Design brc_pipe_flat, sky130hd; sources not shown.
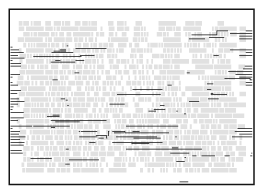
*M3 wires, run 1*
Scale: 2 px per um. Cells faint in the background.
- share of all routed wire: 5.5%
- nets with wire on the layer: 111
M3 GR Usage: 2.078%
Via Count: 5128

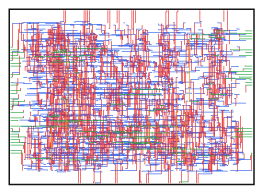
*Routed metal, one color a layer, run 1*
Scale: 2 px per um.
- met2: red (wire length 7080 um)
- met4: orange (wire length 194 um)
- met3: green (wire length 803 um)
- met1: blue (wire length 6580 um)
GRT Resource Usage Total: 26.25%
DR WL/cell: 13.89 um

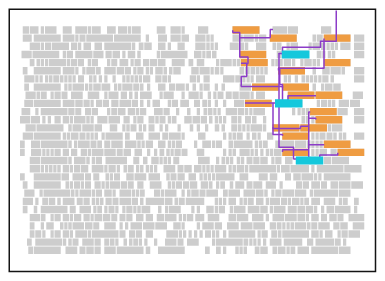
*Routed clock nets over the placement, run 1*
Scale: 3 px per um.
- clock wires: purple (length 278 um)
- cells driving clock nets: cyan (count 3)
- flip-flops: orange (count 20)
- routed clock nets: 4
clk_skew: 0.002107 ns
Clock Power: 0.000538 W

==> CHANGELOG.md, run 1 <==
### Implementation results

* Ports at 88
* Commonest cells post-synth: nand2_1 (316), inv_1 (182), nor2_1 (63)
* Worst Setup End Kind: flip-flop
* Comb_multi_in at 527
* Post-layout min period at 2.309 ns
* Status: finished with violations
* Vias in the first global route at 5099
* RSZ-0062 raised after global routing: yes
* Setup TNS at -2.894 ns
* Port buffer count at 87
* Clock-pin slew on the worst setup and hold paths at 0.06 ns
* Pin count of the biggest net entering global routing at 21
* CP bufs+invs at 3
* Drt initial violations at 283
* Longest Clk Path Bufs at 2
* Clkbuf count at 4
* Layout fillers at 606
* Logic inverters at 186
* Tap cells at 120
* Top class by area: logic gates
* Final Worst Setup Slack at -0.6088 ns
* Max cap viols at 0
* Top cell by count, worst path: nand2_2
* Gate count of the mapped netlist at 735
* Setup violations, final at 6
* DRT Pass-1 Iters at 5
* Flop-to-flop setup slack at 0.33 ns
* Seq share, synth at 13.38%
* Failing checks: negative setup slack
* Comb area leader: simple AND/OR/NAND/NOR gates
* CP cell instances: dlygate4sd2_1 > inv_2 > ha_4 > nand2_4 > inv_1 > nand2_1 > nand2_2 > nand2_2 > nand2_2 > a21oi_4 > nand2_2 > nand2_2 > nand2_1 > nor2_1 > nand2_1 > nor2_2 > nand3_2 > nand2_2 > nand4_1 > nand2_1 > nand2_1
* CTS Sinks at 20
* Die y size at 86.90 um
* WP data required at 1.84 ns
* Mapped Area at 0.003740 mm2
* Crit share post-route at 135.8%
* Design Power at 0.003525 W
* Ant diodes at 0
* Chip Area at 0.01056 mm2
* Signal buffers at 198
* Leak at 3.818 nW
* Met3 WL post-DR at 803 um
* Final Util at 79.93%
## run 1: power by group through the flow
stage | clock network (W) | logic [W] | registers (W)
after floorplan | 0 | 0.000883 | 0.000640
after global placement | 0 | 0.00164 | 0.000623
after detailed placement | 0 | 0.00167 | 0.000626
after CTS | 0.000544 | 0.00213 | 0.000619
after global routing | 0.000571 | 0.00257 | 0.000630
final | 0.000538 | 0.00237 | 0.000618
## run 1: layout by cell type (no fill, tap or decap), drive strengths merged
master           n
or2              1
a31oi            5
nand3           33
and2             2
xnor2            2
fa               1
buf            134
nand2          320
clkdlybuf4s50   25
dfrtp           20
o21bai           1
a21oi           16
nor2            73
o21ai           11
clkbuf          16
dlygate4sd2     14
inv            183
nand4           16
nor3             4
clkdlybuf4s15   13
clkinv           3
nand3b           3
xor2             5
o211ai           2
ha              32
## Run 2: what changed since run 1
--- a/config.mk
+++ b/config.mk
@@ -9,10 +9,10 @@
 export ABC_CLOCK_PERIOD_IN_PS = 1700
 export CORE_ASPECT_RATIO = 0.7
 export CORE_MARGIN = 3
-export CORE_UTILIZATION = 40
+export CORE_UTILIZATION = 52
 export CTS_CLUSTER_SIZE = 25
 export DETAILED_ROUTE_END_ITERATION = 10
-export PLACE_DENSITY = 0.63
+export PLACE_DENSITY = 0.8
 export SYNTH_ARGS = -nofsm -noshare
 export SYNTH_HDL_FRONTEND = slang
 export SYNTH_SLANG_ARGS = --single-unit
==> CHANGELOG.md, run 2 <==
### Metrics

* Syn avg cell area at 5.088 um2
* Yosys top cell area share at 31.72%
* Gate count of the mapped netlist at 735
* Ports at 88
* Inst Count DP at 981
* Post-synth regs at 20
* Synth warn at 0
* CTS root buf: clkbuf_8
* H-tree depth at 1
* First error in the log: [ERROR DPL-0038] Utilization greater than 100%, impossible to legalize
* Worst-path end type: sequential cell input
* Yosys stat chip area at 0.003740 mm2
* Die Span X at 107.4 um
* Num rows at 25
* Longest Clk Path Bufs at 2
* Main area contributors: nand2_1 (32%), inv_1 (18%), dfrtp_1 (13%), ha_1 (11%), nor2_1 (6.3%)
* Synthesized Nets at 845
* Port buffer count at 87
* Seq share, synth at 13.38%
* Exit stage: 5_1_grt
* Yosys cell types at 27
* Area post-placement at 0.005313 mm2
* Yosys stat cell total at 735
* Die y size at 76.96 um
* CTS Hold Bufs at 0
* Number of enable flip-flop cells at 0
* FP Util at 54.59%
* Synth top cell by count: nand2_1
* Commonest cells post-synth: nand2_1 (316), inv_1 (182), nor2_1 (63)
* Clock buffer count from CTS at 3
* CTS Sinks at 20
* Routability cong. at 1.087
* Mapped Area at 0.003740 mm2
* Asr flop ratio synth at 100.0%
* Yosys top cell by area: nand2_1
* Pre-CTS setup slack at -1.380 ns
* Status: stopped before the end
* Main flop type: dfrtp_1
* DP HPWL at 11280 um
* Pin count of the biggest net entering global routing at 21
-- run 2: cell counts after synthesis --
Identical to the previous run, type by type.
-- run 2: logic make-up after synthesis --
family,count (synthesis),share of synthesized area (%)
AND/OR/NAND/NOR,452,49.78
buffers and inverters,188,18.90
AND-OR/OR-AND,35,5.052
adder cells (fa/ha/maj),33,11.24
flip-flops,20,13.38
XOR/XNOR,7,1.639
-- run 2: repair_timing --
action | in CTS
gates cloned | 0
gates resized | 346
setup endpoints to repair | 7
hold endpoints to repair | 0
pin swaps | 145
buffers inserted | 14
-- run 2: through the flow --
stage	total power (W)	TNS [ns]
floorplan	0.001523	-1.953
CTS	0.003058	-2.827
global placement	0.002219	-7.390
detailed placement	0.002292	-8.661
## Run 3: what changed since run 2
--- a/config.mk
+++ b/config.mk
@@ -7,12 +7,10 @@
 export LEC_CHECK = 0
 export ABC_AREA = 1
 export ABC_CLOCK_PERIOD_IN_PS = 1700
-export CORE_ASPECT_RATIO = 0.7
 export CORE_MARGIN = 3
-export CORE_UTILIZATION = 52
-export CTS_CLUSTER_SIZE = 25
+export CORE_UTILIZATION = 39
 export DETAILED_ROUTE_END_ITERATION = 10
-export PLACE_DENSITY = 0.8
+export PLACE_DENSITY_LB_ADDON = 0.15
 export SYNTH_ARGS = -nofsm -noshare
 export SYNTH_HDL_FRONTEND = slang
 export SYNTH_SLANG_ARGS = --single-unit
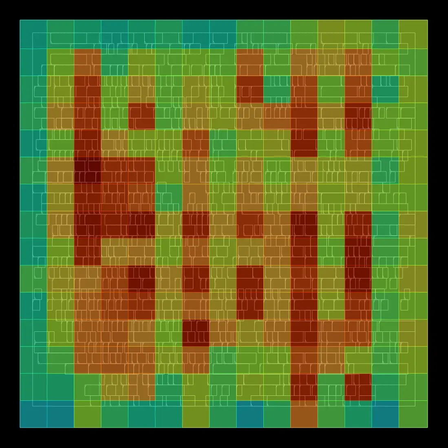
*Track usage over the die, run 3*
GRT Resource Usage Total: 24.35%
Most Crowded Layer GR: met2
Final Util: 74.03%
DR WL/cell: 13.42 um
M3 GR Usage: 3.166%

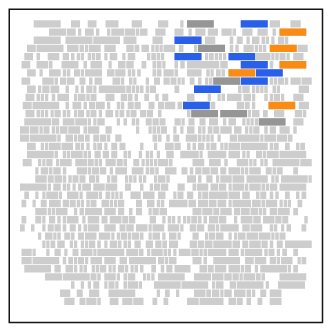
*Sequential cells grouped by signal name, run 3*
Scale: 3 px per um.
- `u_core.skid_q`: blue (sequential cells 9; where north-east)
- `u_core.bus.out_tag`: orange (sequential cells 5; where north-east)
- not colored: 6
Seq power: 0.000620 W
fraction of area in registers: 7.282%

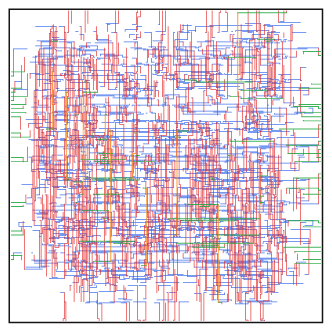
*Routed metal, one color a layer, run 3*
Scale: 3 px per um.
- met2: red (wire length 7280 um)
- met4: orange (wire length 476 um)
- met1: blue (wire length 5670 um)
- met3: green (wire length 620 um)
total routed wirelength: 14050 um
Via Count: 5081

==> CHANGELOG.md, run 3 <==
### Implementation results

* Clock buffer count from CTS at 3
* Yosys top cell area share at 31.72%
* Inst Count DP at 1021
* Clkbuf count at 3
* Worst Setup End Kind: flip-flop
* Commonest cells post-synth: nand2_1 (316), inv_1 (182), nor2_1 (63)
* Gate count of the mapped netlist at 735
* Post-route cell area at 0.006873 mm2
* Main area contributors: nand2_1 (32%), inv_1 (18%), dfrtp_1 (13%), ha_1 (11%), nor2_1 (6.3%)
* Synth top cell by count: nand2_1
* Port buffer count at 87
* Seq share, synth at 13.38%
* Clk_skew at 0.006219 ns
* Clk ins delay skew pair at 0.26 ns
* FP Util at 40.28%
* Top Layout Cells: nand2_1 (182), inv_1 (121), nand2_2 (95)
* Layout fillers at 776
* Final slew viol count at 0
* Yosys stat cell total at 735
* Die y size at 103.9 um
* RSZ-0062 raised after global routing: yes
* Synth warn at 0
* Max cap viols at 0
* Yosys cell types at 27
* Mapped Area at 0.003740 mm2
* Top class by area: logic gates
* Asr flop ratio synth at 100.0%
* Setup TNS at -2.179 ns
* Top Consumer: combinational cells
* Ant diodes at 0
* Clk pwr share at 13.8%
* H-tree depth at 1
* Yosys top cell by area: nand2_1
* Failing checks: negative setup slack
* Synthesized Nets at 845
* Min-Delay Path Class: input pin to async pin
* Number of enable flip-flop cells at 0
* Combinational power at 0.00234 W
* Clock Power at 0.000473 W
* Vias in the first global route at 5073
* DP HPWL at 10010 um
* Pre-CTS setup slack at -1.368 ns
* CP max FO at 4
* Post-layout min period at 2.210 ns
* Post-CTS Setup Bufs at 16
* Antenna Nets Post-Route at 0
* Clock-pin slew on the worst setup and hold paths at 0.08 ns
* Main flop type: dfrtp_1
* Number of gates resized after cts at 328
* Comb_multi_in at 527
* Die Span X at 103.9 um
* Final Worst Setup Slack at -0.5098 ns
* Gate Area at 0.003933 mm2
* Tap cells at 129
* Routability cong. at 0.9181
* Chip Area at 0.01080 mm2
* CTS Hold Bufs at 0
* CTS Sinks at 20
* Longest Clk Path Bufs at 2
* Signal buffers at 181
* Syn avg cell area at 5.088 um2
* Setup violations, final at 6
* Top cell excl fill/tap: nand2_1
* Core Area at 0.009284 mm2
* CTS root buf: clkbuf_8
* Logic inverters at 186
* Crit share post-route at 130.0%
* Yosys stat chip area at 0.003740 mm2
* Flop-to-flop setup slack at 0.09 ns
* Via-to-Cell Ratio at 4.853
* WP data required at 1.84 ns
* Design Power at 0.003429 W
* Pin count of the biggest net entering global routing at 21
* Status: finished with violations
* Int Pwr at 0.001967 W
* Drt initial violations at 167
* CP cell instances: dlygate4sd2_1 > ha_4 > nand2_4 > nor2_4 > buf_6 > inv_1 > nor2_1 > nor2_2 > nand4_1 > nand2_2 > nor2_2 > nand2_2 > nor2_2 > nand3_2 > nand2_2 > nand3_2 > nand2_1 > o21ai_1
* DRT Pass-1 Iters at 4
* Flops at 20
* Area post-placement at 0.005394 mm2
* Leak at 3.779 nW
* Max reg flops at 9
* Worst Setup Start Kind: input pin
* Post-synth regs at 20
* Num rows at 35
* Ports at 88
==> run 3: cell counts after synthesis <==
Identical to the previous run, type by type.
==> run 3: critical path, delay by kind of cell <==
family | cells | cell delay, ns
buffers and inverters | 3 | 0.39
AND/OR/NAND/NOR | 13 | 1.20
adder cells (fa/ha/maj) | 1 | 0.33
AND-OR/OR-AND | 1 | 0.07
==> run 3: metal layers <==
metal  global-route usage [%]  part of all wire [%]  routed length, um
met2                    44.85                    52               7278
met4                    7.312                   3.4                475
met5                        0                     0                  0
met1                    29.34                    40               5674
met3                    3.166                   4.4                619
==> run 3: logic make-up after synthesis <==
group           synth area share, %
fa+ha+maj                     11.24
buf+inv                       18.90
xor+xnor                      1.639
flops                         13.38
compound gates                5.052
simple gates                  49.78
Power is estimated from default activity; no workload was simulated.
